`src/rtl/stream_demux_pkg.sv`:
```
// stream_demux_pkg: shared FSM state type, drop counter width and one-hot helper.
package stream_demux_pkg;
    typedef enum logic [1:0] {IDLE, LOCK, DROP} state_t;
    localparam int DROP_CNT_W = 16;
    function automatic logic [15:0] onehot(input logic [3:0] sel, input int n);
        logic [15:0] r;
        r = '0;
        if (int'(sel) < n) r[sel] = 1'b1;
        return r;
    endfunction
endpackage

```
`src/rtl/stream_demux_if.sv`:
```
// stream_demux_if: upstream and per-channel downstream stream signals of the demux.
// slave modport is the demux view, master modport is the driver/consumer view.
interface stream_demux_if #(parameter int DATA_W = 8, parameter int N_CH = 4);
    localparam int SEL_W = $clog2(N_CH);
    logic s_valid, s_ready, s_last, m_last;
    logic [DATA_W-1:0] s_data, m_data;
    logic [SEL_W-1:0] s_sel;
    logic [N_CH-1:0] m_valid, m_ready;
    modport slave(input s_valid, s_data, s_sel, s_last, m_ready, output s_ready, m_valid, m_data, m_last);
    modport master(output s_valid, s_data, s_sel, s_last, m_ready, input s_ready, m_valid, m_data, m_last);
endinterface

```
`src/rtl/stream_demux_out_reg.sv`:
```
// demux_out_reg: single-beat output register with per-channel valid and drain/fill in one cycle.
// load/d_* fill the register; m_* present the held beat; space is high when a beat can be loaded.
module demux_out_reg import stream_demux_pkg::*; #(
    parameter int DATA_W = 8,
    parameter int N_CH = 4,
    parameter int SEL_W = $clog2(N_CH)
) (
    input  logic              clk,
    input  logic              rst,
    input  logic              load,
    input  logic [DATA_W-1:0] d_data,
    input  logic              d_last,
    input  logic [SEL_W-1:0]  d_ch,
    input  logic [N_CH-1:0]   m_ready,
    output logic [N_CH-1:0]   m_valid,
    output logic [DATA_W-1:0] m_data,
    output logic              m_last,
    output logic              space
);
    logic full;
    logic [SEL_W-1:0] ch;
    assign space = !full || m_ready[ch];
    assign m_valid = full ? N_CH'(onehot(4'(ch), N_CH)) : '0;
    always_ff @(posedge clk)
        if (rst) begin
            full <= 1'b0;
            ch <= '0;
            m_data <= '0;
            m_last <= 1'b0;
        end else if (load) begin
            full <= 1'b1;
            ch <= d_ch;
            m_data <= d_data;
            m_last <= d_last;
        end else if (space) full <= 1'b0;
endmodule

```
`src/rtl/stream_demux.sv`:
```
// stream_demux: 1-to-N_CH stream demux, channel locked per packet, registered output stage.
// Ports: clk, rst (sync, active high), bus (stream_demux_if.slave), busy (LOCK or DROP),
// drop_cnt (only with STREAM_DEMUX_DROP_CNT_EN defined: saturating count of dropped packets).
module stream_demux import stream_demux_pkg::*; #(
    parameter int DATA_W = 8,
    parameter int N_CH = 4,
    parameter int SEL_W = $clog2(N_CH)
) (
    input  logic clk,
    input  logic rst,
    stream_demux_if.slave bus,
    output logic busy
`ifdef STREAM_DEMUX_DROP_CNT_EN
    , output logic [DROP_CNT_W-1:0] drop_cnt
`endif
);
    state_t state, nxt;
    logic [SEL_W-1:0] lock_ch;
    logic sel_ok, space, up, load;
    // constant-true for power-of-two N_CH, so the DROP path folds away
    assign sel_ok = int'(bus.s_sel) < N_CH;
    assign bus.s_ready = state == DROP || space;
    assign up = bus.s_valid && bus.s_ready;
    assign busy = state != IDLE;
    always_comb begin
        nxt = state;
        load = up && (state == LOCK || (state == IDLE && sel_ok));
        if (up) nxt = bus.s_last ? IDLE : state == IDLE ? (sel_ok ? LOCK : DROP) : state;
    end
    always_ff @(posedge clk)
        if (rst) begin
            state <= IDLE;
            lock_ch <= '0;
        end else begin
            state <= nxt;
            if (up && state == IDLE) lock_ch <= bus.s_sel;
        end
    demux_out_reg #(.DATA_W(DATA_W), .N_CH(N_CH), .SEL_W(SEL_W)) u_out (
        .clk(clk),
        .rst(rst),
        .load(load),
        .d_data(bus.s_data),
        .d_last(bus.s_last),
        .d_ch(state == IDLE ? bus.s_sel : lock_ch),
        .m_ready(bus.m_ready),
        .m_valid(bus.m_valid),
        .m_data(bus.m_data),
        .m_last(bus.m_last),
        .space(space)
    );
`ifdef STREAM_DEMUX_DROP_CNT_EN
    always_ff @(posedge clk)
        if (rst) drop_cnt <= '0;
        else if (up && state == IDLE && !sel_ok && drop_cnt != '1) drop_cnt <= drop_cnt + DROP_CNT_W'(1);
`endif
endmodule

```
`src/flat_wrapper.sv`:
```
// flat-port wrapper written by rule: the top's interface ports become plain ports
module stream_demux_flat import stream_demux_pkg::*;
#(
    parameter int DATA_W = 8,
    parameter int N_CH = 4,
    parameter int SEL_W = $clog2(N_CH)
)
  (clk, rst, busy, bus_s_valid, bus_s_data, bus_s_sel, bus_s_last, bus_m_ready, bus_s_ready, bus_m_valid, bus_m_data, bus_m_last);
  stream_demux_if #(.DATA_W(DATA_W), .N_CH(N_CH)) bus_i ();
  input  logic clk;
  input  logic rst;
  output logic busy;
  input wire logic [$bits(bus_i.s_valid)-1:0] bus_s_valid;
  input wire logic [$bits(bus_i.s_data)-1:0] bus_s_data;
  input wire logic [$bits(bus_i.s_sel)-1:0] bus_s_sel;
  input wire logic [$bits(bus_i.s_last)-1:0] bus_s_last;
  input wire logic [$bits(bus_i.m_ready)-1:0] bus_m_ready;
  output wire logic [$bits(bus_i.s_ready)-1:0] bus_s_ready;
  output wire logic [$bits(bus_i.m_valid)-1:0] bus_m_valid;
  output wire logic [$bits(bus_i.m_data)-1:0] bus_m_data;
  output wire logic [$bits(bus_i.m_last)-1:0] bus_m_last;
  assign bus_i.s_valid = bus_s_valid;
  assign bus_i.s_data = bus_s_data;
  assign bus_i.s_sel = bus_s_sel;
  assign bus_i.s_last = bus_s_last;
  assign bus_i.m_ready = bus_m_ready;
  assign bus_s_ready = bus_i.s_ready;
  assign bus_m_valid = bus_i.m_valid;
  assign bus_m_data = bus_i.m_data;
  assign bus_m_last = bus_i.m_last;
  stream_demux #(.DATA_W(DATA_W), .N_CH(N_CH), .SEL_W(SEL_W)) u_core (.clk(clk), .rst(rst), .bus(bus_i), .busy(busy));
endmodule
```
`config.mk`:
```
export PLATFORM = sky130hd
export DESIGN_NAME = stream_demux_flat
export DESIGN_NICKNAME = d
export VERILOG_FILES = /design/src/rtl/stream_demux_pkg.sv /design/src/rtl/stream_demux_if.sv /design/src/rtl/stream_demux_out_reg.sv /design/src/rtl/stream_demux.sv /design/src/flat_wrapper.sv
export SDC_FILE = /design/constraint.sdc
export NUM_CORES = 1
export LEC_CHECK = 0
export CORE_UTILIZATION = 38
export DETAILED_ROUTE_END_ITERATION = 16
export PLACE_DENSITY = 0.8
export SYNTH_ARGS = -nofsm -noshare
export SYNTH_HDL_FRONTEND = slang
export SYNTH_HIERARCHICAL = 1
export SYNTH_SLANG_ARGS = --single-unit
```
`constraint.sdc`:
```
create_clock -name clk -period 1.9 [get_ports clk]
set_input_delay 0.38 -clock clk [delete_from_list [all_inputs] [get_ports clk]]
set_output_delay 0.38 -clock clk [all_outputs]
set_load 0.02 [all_outputs]
```
### Routing congestion map

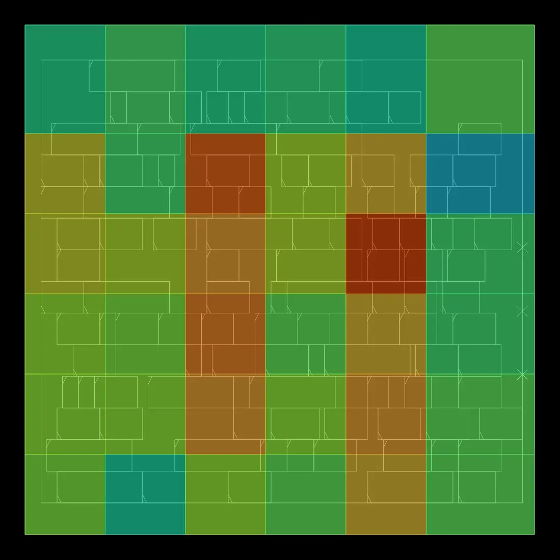
met3 Resource Use GR: 7.083%
global routing usage on met2: 26.57%

### Wiring by layer

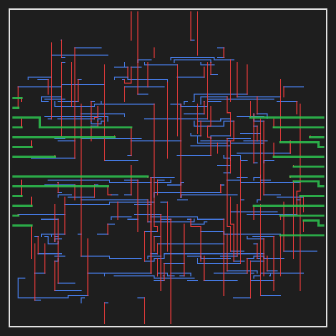
red -> met2  # wire length 619 um
green -> met3  # wire length 155 um
blue -> met1  # wire length 647 um
drt total wl: 1420 um
post-DR wirelength/cell: 11.64 um
gr usage total: 17.62%
number of vias in the routed layout: 590

### M2 wires

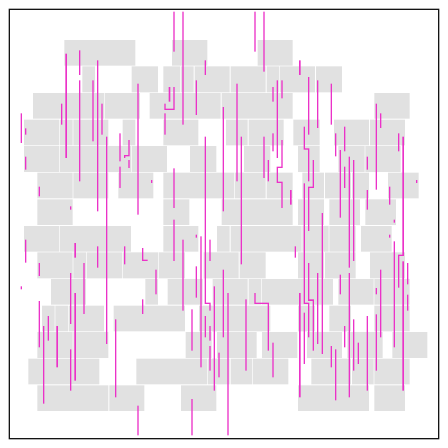
nets with wire on the layer = 103
share of all routed wire = 44%

### Metal 3

Scale bar: 10 um.
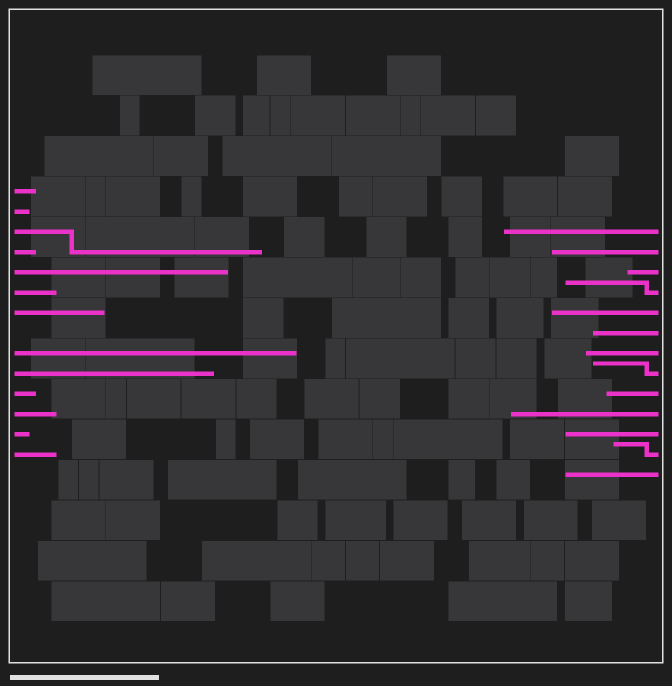
wire length on this layer = 155 um
main direction = horizontal
share of all routed wire = 11%
nets with wire on the layer = 26

### Clock network drawn from the DEF

Scale bar: 10 um.
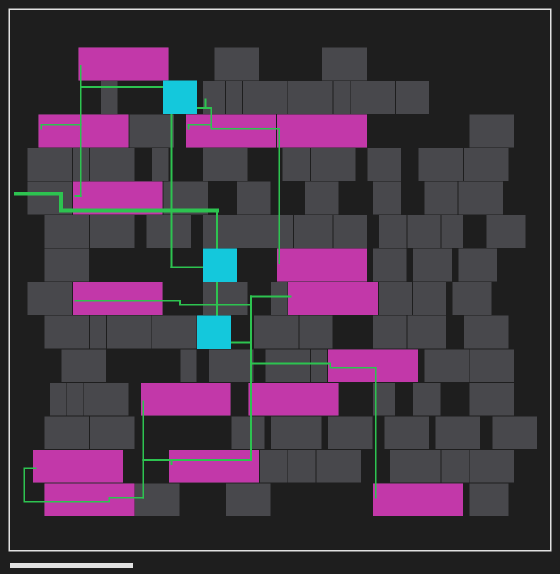
cyan -> cells driving clock nets  # count 3
magenta -> flip-flops  # count 15
green -> clock wires  # length 175 um
routed clock nets = 4
clock share of power: 23.8%
clock network power: 178 uW

==> tab_implementation.tex <==
% Auto-generated results table
\begin{tabular}{lr}
\hline
Metric & Value \\
\hline
\multicolumn{2}{l}{\textbf{Outcome}} \\
\quad Status & finished, violations left \\
\quad Violated checks & DRC \\
\multicolumn{2}{l}{\textbf{Final timing}} \\
\quad Max Clk Rate & 571.3 MHz \\
\quad RSZ-0062 raised after global routing & no \\
\quad Shortest period the worst path allows & 1751 ps \\
\multicolumn{2}{l}{\textbf{Layout}} \\
\quad Layout inverter count without the clock tree & 0 \\
\quad Design area & 0.001085 sq mm \\
\quad Number of sequential cells & 15 \\
\quad Most numerous logic cell after layout & clkdlybuf4s50\_1 \\
\quad Multi-input gates & 47 \\
\quad Final core utilization & 68.81\% \\
\quad Most frequent logic cells in the routed design & 27 x clkdlybuf4s50\_1, 15 x mux2i\_1, 15 x dfxtp\_1, 11 x nor2\_1, 7 x buf\_4 \\
\quad Regs by FF count & u\_core/u\_out/m\_data: 8 flops, u\_core/lock\_ch: 2 flops, u\_core/u\_out/ch: 2 flops \\
\quad Max FFs per register & 8 \\
\multicolumn{2}{l}{\textbf{Critical path}} \\
\quad Kind of start point of the critical path & primary input \\
\quad Required @ worst endpoint & 2070 ps \\
\quad Worst r2r src & u\_core/u\_out/ch[0] \\
\quad Crit-path max FO & 8 \\
\quad Start point of the critical path & bus\_m\_ready[3] \\
\quad Cells along the critical path & clkdlybuf4s50\_1 -> mux2i\_1 -> a22oi\_1 -> buf\_4 -> and2\_2 -> buf\_12 -> mux2i\_1 -> nor2\_1 \\
\quad Register-to-Register Setup Slack & 190 ps \\
\quad Worst setup path end & u\_core/u\_out/m\_data[4] \\
\quad Kind of critical path & in -> reg \\
\quad Count of buffer and inverter cells on the critical path & 3 \\
\quad Worst path max stage delay & 450 ps \\
\multicolumn{2}{l}{\textbf{Yosys}} \\
\quad Main logic family after synthesis & multiplexers \\
\quad Total number of yosys warnings & 6 \\
\quad Count of different cell masters after synthesis & 19 \\
\quad Fraction of synthesized area in multiplexers & 25.99\% \\
\quad Share of synthesized cell area in and, or, nand and nor gates & 22.60\% \\
\quad Ranking of synthesized cells by area & dfxtp\_1 45\%, mux2i\_1 23\%, nor2\_1 6.2\%, nand2b\_1 3.8\%, mux2\_2 3.4\% \\
\quad Post-synthesis cell count from yosys & 64 \\
\quad Flops out of synthesis & 15 \\
\multicolumn{2}{l}{\textbf{Route}} \\
\quad Detailed-routing iteration count for the pre-antenna-repair pass & 10 \\
\quad DRC errors left & 3 \\
\multicolumn{2}{l}{\textbf{Pwr}} \\
\quad Power density of the placed cells & 689.7 mW/mm\^{}2 \\
\quad Peak supply drop & 0.0004311 V \\
\quad Post-layout power & 748.2 uW \\
\multicolumn{2}{l}{\textbf{Global routing}} \\
\quad GRT Residual Overflow & 0 \\
\multicolumn{2}{l}{\textbf{Min path}} \\
\quad Worst Hold Class & reg -> reg \\
\multicolumn{2}{l}{\textbf{Floorplanning}} \\
\quad Num ports & 33 \\
\quad Core utilization before placement & 42.14\% \\
\multicolumn{2}{l}{\textbf{Placement}} \\
\quad Placed Cells incl. Taps & 118 \\
\hline
\end{tabular}
cell usage after synthesis (all sizes together):
master  number
and2b        2
dfxtp       15
a21oi        1
nand2b       4
clkbuf       1
buf          1
mux2i       15
and3b        2
a211oi       1
and3         1
nor2b        2
mux2         2
nor3b        1
a22oi        1
and2         3
nor2        11
a221o        1
where the power goes:
part           leakage (uW)  switching (uW)  internal, uW
logic              0.000341            87.4           127
registers          0.000124            16.8           339
clock network     0.0000177            99.9          78.0
total              0.000483             204           544
timing repair:
item / CTS / global route
endpoints found under the hold margin: 0 / 0
endpoints found under the setup margin: 5 / 11
gates cloned: 0 / 0
gates resized: 5 / 3
setup buffers: 0 / 0
metal layers:
metal	track usage, %	share of wire [%]	vias up
li1	-	-	309
met1	22.16	45	255
met2	26.57	44	26
met3	7.083	11	0
met4	7.500	0	0
met5	0	0	-
Power and IR drop assume default switching activity.
